### config.mk
export PLATFORM = sky130hd
export DESIGN_NAME = heater_driver
export DESIGN_NICKNAME = d
export VERILOG_FILES = /design/src/rtl/heater_driver.sv
export SDC_FILE = /design/constraint.sdc
export NUM_CORES = 1
export LEC_CHECK = 0
export CORE_UTILIZATION = 50
export CTS_CLUSTER_SIZE = 24
export DETAILED_ROUTE_END_ITERATION = 10
export PLACE_DENSITY = 0.72
export SLEW_MARGIN = 20
export SYNTH_ARGS = -nofsm -noshare
export SYNTH_HDL_FRONTEND = slang
export SYNTH_SLANG_ARGS = --single-unit
### constraint.sdc
create_clock -name clk -period 1.8 [get_ports clk]
set_input_delay 0.36 -clock clk [delete_from_list [all_inputs] [get_ports clk]]
set_output_delay 0.36 -clock clk [all_outputs]
set_load 0.02 [all_outputs]
### src/rtl/heater_driver.sv
// Heater output stage: dwell-time limited relay drive with latched over-temperature
// and (when HEATER_WDOG_EN is defined) stale-sensor watchdog faults.
module heater_driver #(
  parameter int         CNT_W       = 26,
  parameter int         MIN_ON_CYC  = 5_000_000,
  parameter int         MIN_OFF_CYC = 5_000_000,
  parameter logic [7:0] T_MAX       = 8'd250,
  parameter int         WDOG_CYC    = 50_000_000
) (
  input  logic       clk,
  input  logic       rst,
  input  logic       onOff,
  input  logic [7:0] tempReal,
  input  logic       tempStrobe,
  input  logic       faultClr,
  output logic       heater,
  output logic       fault,
  output logic [1:0] faultCode,
  output logic [1:0] state
);

  typedef enum logic [1:0] {
    ST_OFF   = 2'b00,
    ST_ON    = 2'b01,
    ST_LOCK  = 2'b10,
    ST_FAULT = 2'b11
  } state_t;

  localparam logic [CNT_W-1:0] CNT_ONE  = CNT_W'(1);
  localparam logic [CNT_W-1:0] ON_LAST  = CNT_W'(MIN_ON_CYC - 1);
  localparam logic [CNT_W-1:0] OFF_LAST = CNT_W'(MIN_OFF_CYC - 1);

  // Degenerate dwell/watchdog lengths would break the counter compares.
  if (MIN_ON_CYC < 1 || MIN_OFF_CYC < 1 || WDOG_CYC < 2) begin : g_bad_params
    $error("heater_driver: illegal dwell or watchdog length");
  end

  state_t           state_reg, state_next;
  logic [CNT_W-1:0] dwell_reg, dwell_next;
  logic [7:0]       last_temp_reg;
  logic             heater_reg;
  logic             fault_reg, fault_next;
  logic [1:0]       code_reg, code_next;
  logic             ot_evt;
  logic             wd_evt;
  logic             fault_exit;

  assign ot_evt = tempStrobe && (tempReal >= T_MAX);

  // Exit uses the temperature held before this cycle; a fresh over-temp blocks it.
  assign fault_exit = (state_reg == ST_FAULT) && faultClr &&
                      (last_temp_reg < T_MAX) && !ot_evt;

`ifdef HEATER_WDOG_EN
  localparam logic [CNT_W-1:0] WDOG_LAST = CNT_W'(WDOG_CYC - 1);

  logic [CNT_W-1:0] wdog_reg;

  always_ff @(posedge clk or posedge rst) begin
    if (rst) begin
      wdog_reg <= '0;
    end else if (tempStrobe || fault_exit) begin
      wdog_reg <= '0;
    end else if (wdog_reg != WDOG_LAST) begin
      wdog_reg <= wdog_reg + CNT_ONE;
    end
  end

  assign wd_evt = (wdog_reg == WDOG_LAST) && !tempStrobe;
`else
  assign wd_evt = 1'b0;
`endif

  always_comb begin
    state_next = state_reg;
    dwell_next = dwell_reg;
    fault_next = fault_reg;
    code_next  = code_reg;
    if ((state_reg != ST_FAULT) && (ot_evt || wd_evt)) begin
      state_next = ST_FAULT;
      fault_next = 1'b1;
      code_next  = ot_evt ? 2'b01 : 2'b10;
    end else begin
      case (state_reg)
        ST_OFF: begin
          if (onOff) begin
            state_next = ST_ON;
            dwell_next = '0;
          end
        end
        ST_ON: begin
          // Counter parks at the last value so a long on-period cannot wrap it.
          if (dwell_reg == ON_LAST) begin
            if (!onOff) begin
              state_next = ST_LOCK;
              dwell_next = '0;
            end
          end else begin
            dwell_next = dwell_reg + CNT_ONE;
          end
        end
        ST_LOCK: begin
          if (dwell_reg == OFF_LAST) begin
            state_next = ST_OFF;
          end else begin
            dwell_next = dwell_reg + CNT_ONE;
          end
        end
        ST_FAULT: begin
          if (fault_exit) begin
            state_next = ST_LOCK;
            dwell_next = '0;
            fault_next = 1'b0;
            code_next  = 2'b00;
          end
        end
        default: begin
          state_next = ST_OFF;
        end
      endcase
    end
  end

  always_ff @(posedge clk or posedge rst) begin
    if (rst) begin
      state_reg     <= ST_OFF;
      dwell_reg     <= '0;
      last_temp_reg <= 8'd0;
      heater_reg    <= 1'b0;
      fault_reg     <= 1'b0;
      code_reg      <= 2'b00;
    end else begin
      state_reg  <= state_next;
      dwell_reg  <= dwell_next;
      heater_reg <= (state_next == ST_ON);
      fault_reg  <= fault_next;
      code_reg   <= code_next;
      if (tempStrobe) begin
        last_temp_reg <= tempReal;
      end
    end
  end

  assign heater    = heater_reg;
  assign fault     = fault_reg;
  assign faultCode = code_reg;
  assign state     = state_reg;

endmodule

==> out/metrics.cfg <==
[run_status]
status = finished, violations left
violations = DRC, setup timing

[critical_path]
crit_slowest_cell = o21ai_0
cp_max_fo = 8
cp.depth = 8
path_class = reg2reg
cp_data_required_time_ns = 1.97
crit_family = AND-OR/OR-AND gates
cp_num_buf_inv = 2
ff2ff_setup_slack_ns = -0.41
startpoint = dwell_reg[0]

[synthesis]
edf_count = 0
muxShareOfSynthArea_pct = 3.76
xor_share_pct = 0
synth_area_um2 = 2360
yosys.cell_count.top_type = dfrtp_1
ys_sh_aoi_pct = 20.5
synth_top_area_share_pct = 41.3
common_cells = dfrtp_1, a31oi_1, nand3_1
syn_nets = 275
ys.flop_type = dfrtp_1
ys_sh_adder_pct = 3.18
avgSynthCellArea_um2 = 9.23
numSynthFlops = 39
synth.distinct_cells = 43
top_cells_by_area = dfrtp_1, a31oi_1, nand3_1

[place]
gp_congestion = 0.846
hpwl_mm = 4.43
place_inst = 368
post-place-ws_ns = -0.320

[global_routing]
grtUsageTotal_pct = 29.4
grt-ovfl-total = 0
top_usage_layer = met2
grt_util_met3_pct = 5.41
grt_pass1_wl_mm = 11.5
grt_start_max_net_pins = 40
use_met1_pct = 36.4
antenna_found_initial = 0

[power]
powerComb_mw = 1.87
maxPowerGroup = combinational logic
powerSeq_mw = 1.03
vdd_drop_max_mv = 0.646
p_per_area_nw_per_um2 = 1060
netSwitchingPower_mw = 1.44
pwr-share-clk_pct = 23.7

[finish]
post-route-util_pct = 80.4
stdcell_count = 384
fin_area_um2 = 3570
combGateArea_um2 = 1560
regArea_um2 = 980
non_clock_buffer_area_share_pct = 22.5
n_all_inverters = 8
fin_nets = 350
logic_gate_count = 195
n_antenna_cell = 0
comb_area_share_pct = 43.6
seq_area_share_pct = 27.4
clk_share_pct = 3.82
largest_class = logic gates
fillers = 267

[min_path]
worstHoldStart = tempReal[1]
hold_class = in2reg
hold_end = last_temp_reg[1]
hold_path_depth = 2

[floorplan]
tap_cells = 52
initCoreUtil_pct = 53.2
die_x_um = 70.7
core_um2 = 4440
row_count = 24

[final_timing]
setup_slack_ns = -0.411
fmax_mhz = 452
fin_crit_ns = 2.21
fin_tns_setup_ns = -1.96
worst_pin_slew_ns = 0.511
setup_violations = 28
slew_violations = 0

[routing]
drc = 4
via_per_inst = 6.86
wl_met1_mm = 3.07
drtIter0Drc = 212
drt_first_pass_iters = 7
wl_met3_um = 742

[clock_tree]
root_buffer = clkbuf_8

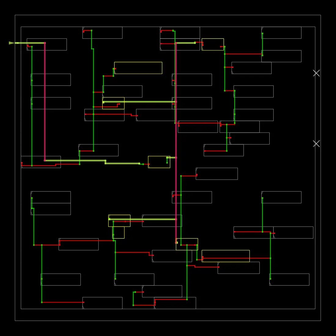
**Above:** the clock network.
flop count: 39
clkbuf count: 5
clock latency on the worst-skew pair: 0.30 ns

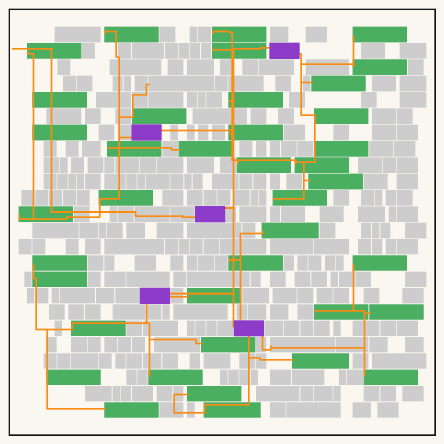
**Above:** clock network drawn from the DEF.
(6 px per um)
Key: green = flip-flops [count 39]; purple = cells driving clock nets [count 5]; orange = clock wires [length 551 um]
There are 6 routed clock nets. Position of the flops: spread over the die.
Clk power: 900 uW
Worst Clk Skew: 0.00625 ns

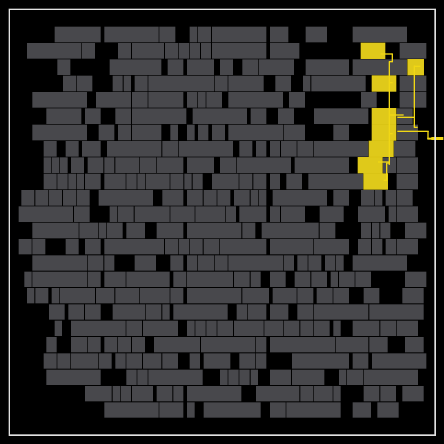
**Above:** wires at chosen ports, followed through buffers.
(6 px per um)
Key: yellow = tempStrobe [bits 1, direction input, end cells 8, buffers 2, wire 51.1 um]
IO Pins: 19
PortBufs: 17

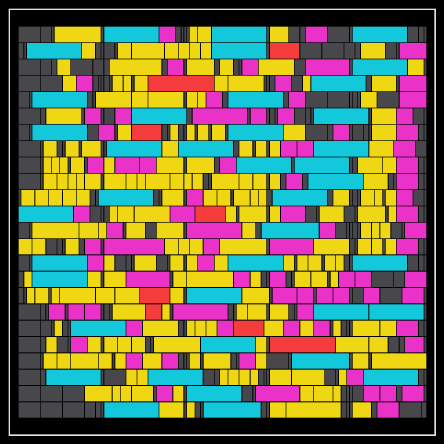
**Above:** cells coloured by class.
(6 px per um) Fill, decap, tap and diode cells in grey.
Key: red = clock drivers and dummy loads [cells 8]; yellow = all other logic [cells 203]; magenta = other buffers and delay cells [cells 82]; cyan = flip-flops [cells 39]

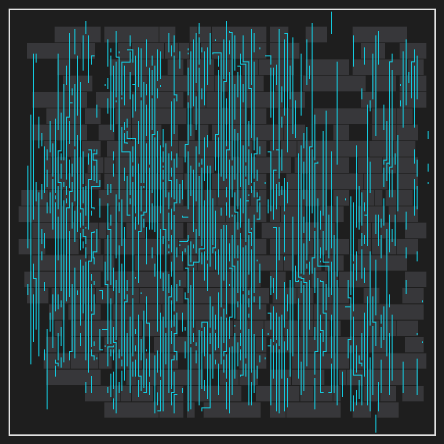
**Above:** the metal 2 layer.
(6 px per um)
The layer carries 4080 um of wire. The longest straight run is 41.5 um. The wires run mostly vertical. 312 nets have wire on it.
met2 Usage GRT: 48.2%
vias after detailed routing: 2634
final wirelength: 8.19 mm

Power and IR drop assume default switching activity.
